<file path="config.mk">
export PLATFORM = sky130hd
export DESIGN_NAME = multicycle_control_fsm
export DESIGN_NICKNAME = d
export VERILOG_FILES = /design/src/rtl/multicycle_control_fsm.sv
export SDC_FILE = /design/constraint.sdc
export NUM_CORES = 1
export LEC_CHECK = 0
export ABC_AREA = 1
export CAP_MARGIN = 20
export CORE_MARGIN = 4
export CORE_UTILIZATION = 26
export DETAILED_ROUTE_END_ITERATION = 8
export PLACE_DENSITY = 0.65
export SYNTH_ARGS = -nofsm -noshare
export SYNTH_HDL_FRONTEND = slang
export SYNTH_SLANG_ARGS = --single-unit
</file>
<file path="constraint.sdc">
create_clock -name clk -period 1.4 [get_ports clk]
set_input_delay 0.28 -clock clk [delete_from_list [all_inputs] [get_ports clk]]
set_output_delay 0.28 -clock clk [all_outputs]
set_load 0.05 [all_outputs]
</file>
<file path="src/rtl/multicycle_control_fsm.sv">
// ============================================================================
// Module   : multicycle_control_fsm
// Brief    : Main control FSM for a multicycle MIPS datapath with MemReady stalls.
// Revision : 1.0
// ============================================================================
`default_nettype none

module multicycle_control_fsm #(
  parameter int ST_W = 4
) (
  input  logic            clk,
  input  logic            rst_n,
  input  logic [5:0]      i_opcode,
  input  logic [5:0]      i_funct,
  input  logic            i_zero,
  input  logic            i_mem_ready,
  output logic            o_pc_en,
  output logic            o_iord,
  output logic            o_mem_read,
  output logic            o_mem_write,
  output logic            o_ir_write,
  output logic            o_reg_dst,
  output logic            o_mem_to_reg,
  output logic            o_reg_write,
  output logic            o_alu_src_a,
  output logic [1:0]      o_alu_src_b,
  output logic [2:0]      o_alu_op,
  output logic [1:0]      o_pc_source,
  output logic            o_ext_op,
  output logic            o_illegal,
  output logic            o_instr_done,
  output logic [ST_W-1:0] o_state
);

  localparam logic [5:0] c_OP_RTYPE = 6'b000000;
  localparam logic [5:0] c_OP_LW    = 6'b100011;
  localparam logic [5:0] c_OP_SW    = 6'b101011;
  localparam logic [5:0] c_OP_BEQ   = 6'b000100;
  localparam logic [5:0] c_OP_BNE   = 6'b000101;
  localparam logic [5:0] c_OP_J     = 6'b000010;
  localparam logic [5:0] c_OP_ADDI  = 6'b001000;
  localparam logic [5:0] c_OP_ANDI  = 6'b001100;
  localparam logic [5:0] c_OP_ORI   = 6'b001101;

  typedef enum logic [ST_W-1:0] {
    S_FETCH    = ST_W'(0),
    S_DECODE   = ST_W'(1),
    S_MEM_ADDR = ST_W'(2),
    S_MEM_RD   = ST_W'(3),
    S_MEM_WB   = ST_W'(4),
    S_MEM_WR   = ST_W'(5),
    S_R_EXEC   = ST_W'(6),
    S_R_WB     = ST_W'(7),
    S_BRANCH   = ST_W'(8),
    S_JUMP     = ST_W'(9),
    S_I_EXEC   = ST_W'(10),
    S_I_WB     = ST_W'(11)
  } state_t;

  state_t r_state;
  logic   w_pc_write;
  logic   w_pc_write_cond;
  logic   w_branch_ne;
  logic   w_ext_sign;
  logic   w_unused_funct;

  // Funct is decoded by the ALU control block, not here.
  assign w_unused_funct = ^i_funct;
  assign w_ext_sign     = !((i_opcode == c_OP_ANDI) || (i_opcode == c_OP_ORI));
  assign o_state        = r_state;

  always_ff @(posedge clk or negedge rst_n) begin
    if (!rst_n) begin
      r_state <= S_FETCH;
    end else begin
      case (r_state)
        S_FETCH:    r_state <= i_mem_ready ? S_DECODE : S_FETCH;
        S_DECODE: begin
          case (i_opcode)
            c_OP_RTYPE:                     r_state <= S_R_EXEC;
            c_OP_LW, c_OP_SW:               r_state <= S_MEM_ADDR;
            c_OP_BEQ, c_OP_BNE:             r_state <= S_BRANCH;
            c_OP_J:                         r_state <= S_JUMP;
            c_OP_ADDI, c_OP_ANDI, c_OP_ORI: r_state <= S_I_EXEC;
            default:                        r_state <= S_FETCH;
          endcase
        end
        S_MEM_ADDR: r_state <= (i_opcode == c_OP_SW) ? S_MEM_WR : S_MEM_RD;
        S_MEM_RD:   r_state <= i_mem_ready ? S_MEM_WB : S_MEM_RD;
        S_MEM_WR:   r_state <= i_mem_ready ? S_FETCH : S_MEM_WR;
        S_R_EXEC:   r_state <= S_R_WB;
        S_I_EXEC:   r_state <= S_I_WB;
        default:    r_state <= S_FETCH;
      endcase
    end
  end

  always_comb begin
    w_pc_write      = 1'b0;
    w_pc_write_cond = 1'b0;
    w_branch_ne     = 1'b0;
    o_iord          = 1'b0;
    o_mem_read      = 1'b0;
    o_mem_write     = 1'b0;
    o_ir_write      = 1'b0;
    o_reg_dst       = 1'b0;
    o_mem_to_reg    = 1'b0;
    o_reg_write     = 1'b0;
    o_alu_src_a     = 1'b0;
    o_alu_src_b     = 2'b00;
    o_alu_op        = 3'b000;
    o_pc_source     = 2'b00;
    o_ext_op        = 1'b0;
    o_illegal       = 1'b0;
    o_instr_done    = 1'b0;
    o_pc_en         = 1'b0;
    case (r_state)
      S_FETCH: begin
        o_mem_read  = 1'b1;
        o_alu_src_b = 2'b01;
        o_ir_write  = i_mem_ready;
        w_pc_write  = i_mem_ready;
        o_ext_op    = 1'b1;
      end
      S_DECODE: begin
        o_alu_src_b = 2'b11;
        o_ext_op    = 1'b1;
        case (i_opcode)
          c_OP_RTYPE, c_OP_LW, c_OP_SW, c_OP_BEQ, c_OP_BNE,
          c_OP_J, c_OP_ADDI, c_OP_ANDI, c_OP_ORI: o_illegal = 1'b0;
          default:                                o_illegal = 1'b1;
        endcase
      end
      S_MEM_ADDR: begin
        o_alu_src_a = 1'b1;
        o_alu_src_b = 2'b10;
        o_ext_op    = w_ext_sign;
      end
      S_MEM_RD: begin
        o_iord      = 1'b1;
        o_mem_read  = 1'b1;
        o_ext_op    = w_ext_sign;
      end
      S_MEM_WB: begin
        o_mem_to_reg = 1'b1;
        o_reg_write  = 1'b1;
        o_instr_done = 1'b1;
        o_ext_op     = w_ext_sign;
      end
      S_MEM_WR: begin
        o_iord       = 1'b1;
        o_mem_write  = 1'b1;
        o_instr_done = i_mem_ready;
        o_ext_op     = w_ext_sign;
      end
      S_R_EXEC: begin
        o_alu_src_a = 1'b1;
        o_alu_op    = 3'b010;
        o_ext_op    = w_ext_sign;
      end
      S_R_WB: begin
        o_reg_dst    = 1'b1;
        o_reg_write  = 1'b1;
        o_instr_done = 1'b1;
        o_ext_op     = w_ext_sign;
      end
      S_BRANCH: begin
        o_alu_src_a     = 1'b1;
        o_alu_op        = 3'b001;
        o_pc_source     = 2'b01;
        w_pc_write_cond = 1'b1;
        w_branch_ne     = (i_opcode == c_OP_BNE);
        o_instr_done    = 1'b1;
        o_ext_op        = w_ext_sign;
      end
      S_JUMP: begin
        o_pc_source  = 2'b10;
        w_pc_write   = 1'b1;
        o_instr_done = 1'b1;
        o_ext_op     = w_ext_sign;
      end
      S_I_EXEC: begin
        o_alu_src_a = 1'b1;
        o_alu_src_b = 2'b10;
        o_ext_op    = w_ext_sign;
        case (i_opcode)
          c_OP_ANDI: o_alu_op = 3'b011;
          c_OP_ORI:  o_alu_op = 3'b100;
          default:   o_alu_op = 3'b000;
        endcase
      end
      S_I_WB: begin
        o_reg_write  = 1'b1;
        o_instr_done = 1'b1;
        o_ext_op     = w_ext_sign;
      end
      default: ;
    endcase
    o_pc_en = w_pc_write | (w_pc_write_cond & (i_zero ^ w_branch_ne));
    // Reset dominates combinationally so no write can complete mid-instruction.
    if (!rst_n) begin
      o_pc_en      = 1'b0;
      o_iord       = 1'b0;
      o_mem_read   = 1'b0;
      o_mem_write  = 1'b0;
      o_ir_write   = 1'b0;
      o_reg_dst    = 1'b0;
      o_mem_to_reg = 1'b0;
      o_reg_write  = 1'b0;
      o_alu_src_a  = 1'b0;
      o_alu_src_b  = 2'b00;
      o_alu_op     = 3'b000;
      o_pc_source  = 2'b00;
      o_ext_op     = 1'b0;
      o_illegal    = 1'b0;
      o_instr_done = 1'b0;
    end
  end

endmodule

`default_nettype wire

</file>
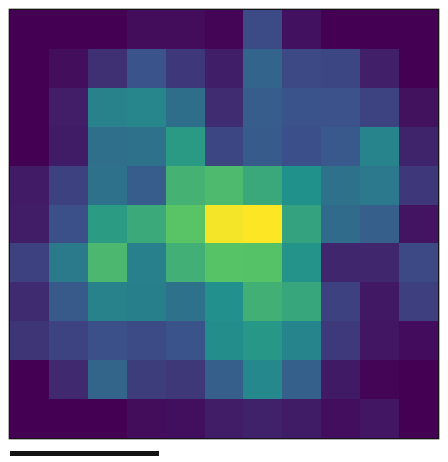
*Signal metal coverage by tile*
Scale bar: 20 um. 11 x 11 tiles, from dark purple (low) to yellow (high), scaled to the fullest tile. Values are wire area over tile area, all layers added.
mean over tiles = 0.18
nearly empty tiles = 15%
tiles over half the peak = 15%
fullest tile = 0.68
aggregate routed wire length: 3.62 mm
global-route total usage across every layer: 21.4%
per-cell routed wire length: 15.3 um

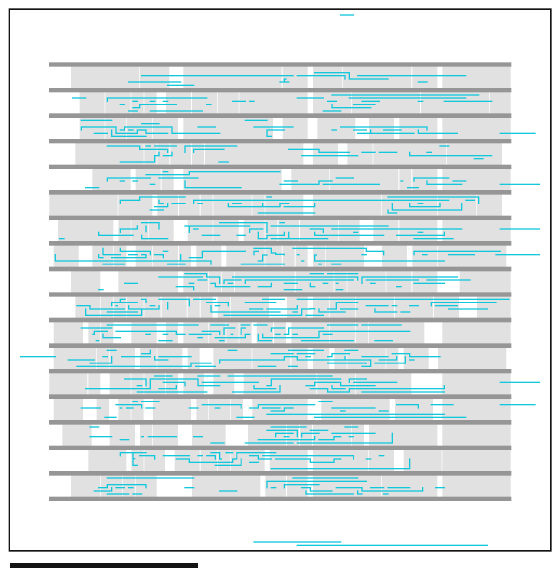
*Metal 1*
Scale bar: 20 um. Supply wires on this layer in gray. Cells faint in the background.
wire length on this layer = 1390 um
main direction = horizontal
share of all routed wire = 39%
DR vias: 1204
met1 Track Usage GR: 24.1%

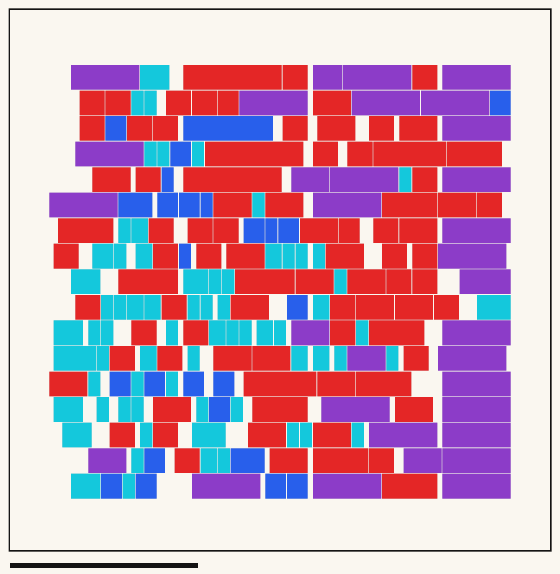
*Sizing map*
Scale bar: 20 um.
blue -> x2  # cells 25, share 12%, most used nand2_2
purple -> x6 and larger  # cells 32, share 15%, most used buf_12
red -> x3 and x4  # cells 83, share 40%, most used buf_4
cyan -> x1 and smaller  # cells 69, share 33%, most used nand2_1
Non-clock buffers: 77
Final Instance Area: 2020 um^2
least setup slack across all paths after layout: -499 ps
synthesis-to-finish area growth: 217%

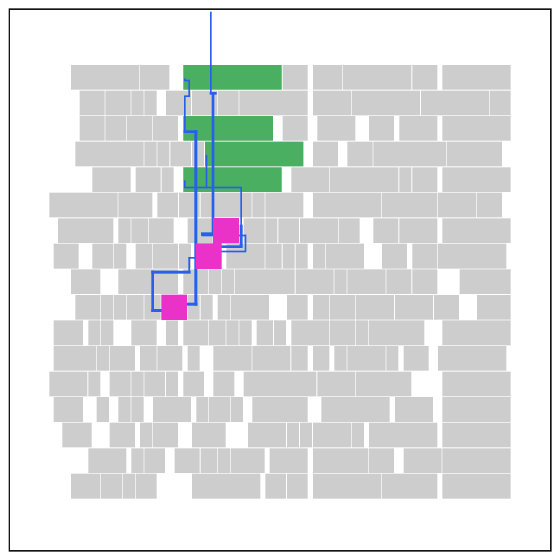
*Clock network drawn from the DEF*
green -> flip-flops  # count 4
magenta -> clock-net drivers  # count 3
blue -> clock wires  # length 97.5 um
flops lie = north
Clock Latency Late Sink: 240 ps
Clock Skew: 1.60 ps
share of total power in the clock network: 5.5%
clock-net power: 151 uW

==> flow_metrics.tcl <==
# yosys + openroad results
set metrics [dict create \
    lay_top_count "sky130_fd_sc_hd__buf_4" \
    vdd_ir_drop_max_mv 1.35 \
    timing.hold.ws_ps 240 \
    worstSetupEndpoint "o_instr_done" \
    finalNonFillerCells 237 \
    dpl_worst_slack_ps -494 \
    cell_accounting_for_the_most_synthesized_area "sky130_fd_sc_hd__nand2_1" \
    route.detailed.drc 0 \
    run_status "finished with violations" \
    worst_r2r_endpoint "o_state[0]" \
    timing.critical_path.from "o_state[3]" \
    yosys.cell_types.count 18 \
    die_width_um 57.5 \
    post_synth_ao_oa_area_fraction_pct 10.0 \
    ys.warnings.count 0 \
    final_hold_vios 0 \
    post_synthesis_cell_count_from_yosys 130 \
    synth.yosys.seq_area_share_pct 15.7 \
    setup-violations-final 22 \
    max-cap-violations 0 \
    power_uw 2740 \
    cts_inserted_buffers 3 \
    start_kind "flop" \
    share_comb_of_total_power_pct 84.9 \
    min_period_ps 1900 \
    finalWorstSetupSlack_ps -499 \
    fp.dieArea_um2 3310 \
    crit_required_ps 1120 \
    synth_area_um2 637 \
    min-delay-path-class "in2async" \
    post_cts_hold_buffer_count 0 \
    dpl.cell_count 226 \
    seqPwrFrac_pct 9.6 \
    h-tree-depth 1 \
    cp_num_cells 7 \
    critical_path.n_buffers_inverters 2 \
    top_signal_layer_used "met4" \
    cts.clk_slew.worst_paths_ps 40 \
    slew_viol_final 0 \
    topCellsByArea "sky130_fd_sc_hd__nand2_1, sky130_fd_sc_hd__nor2_1, sky130_fd_sc_hd__dfrtp_1" \
    num_antenna_cells 0 \
    power.density_nw_per_um2 1360 \
    drt.antenna.violating_nets 0 \
    clock-root-buffer "sky130_fd_sc_hd__clkbuf_4" \
    relSlewSlack_pct 73.8 \
    synth.logic.top_family "simple AND/OR/NAND/NOR gates" \
    cp_top_family "flip-flops" \
    worst-setup-path-type "reg2out" \
    critical-path-slowest-cell "sky130_fd_sc_hd__dfrtp_4" \
    cts.path.max_buffers 2 \
    synth-simple-area-share_pct 61.3 \
    post_dp_hpwl_mm 2.40 \
    worstMarginPinSlew_ps 389 \
    coreArea_um2 2280 \
    cp.arrival_ps 1620 \
    period_used_pct 136 \
    post-cts-setup-buffers 8 \
    gp_congestion 0.914 \
    muxShareOfSynthArea_pct 0 \
    yosysChipArea_um2 637 \
    largest_register_ff_count 4 \
    largest_stage_delay_on_the_critical_path_ps 500 \
    failed_checks "negative setup slack" \
    drtIter0Drc 50 \
    r2r_setup_slack_ps -90 \
    global_route_wire_length_before_repair_mm 5.46 \
    final_net_count 227 \
    port-buffer-count 32 \
    met3WireLength_um 234 \
]
==> power groups by stage <==
stage	clock [uW]	combinational, uW	sequential [uW]
CTS	148	2250	258
detailed placement	0	2010	250
global placement	0	1980	248
floorplan	0	900	377
finish	151	2320	263
global route	157	2430	272
==> cell type report <==
| cell class | instances | area (um^2) |
|---|---|---|
| clock buffers | 3 | 22.5 |
| well taps | 28 | 35.0 |
| multi-input cells | 104 | 820 |
| fillers | 105 | 259 |
| flip-flops and latches | 4 | 113 |
| inverters | 21 | 92.6 |
| repair buffers | 77 | 935 |
==> cell usage after synthesis (all sizes together) <==
library cell	n
nor2	35
o21ai	3
nand4	1
a21oi	7
dfrtp	4
o21a	1
inv	21
nor4	1
nand3	12
clkbuf	1
a31oi	1
nor3	2
nand2	41
Power and IR drop assume default switching activity.
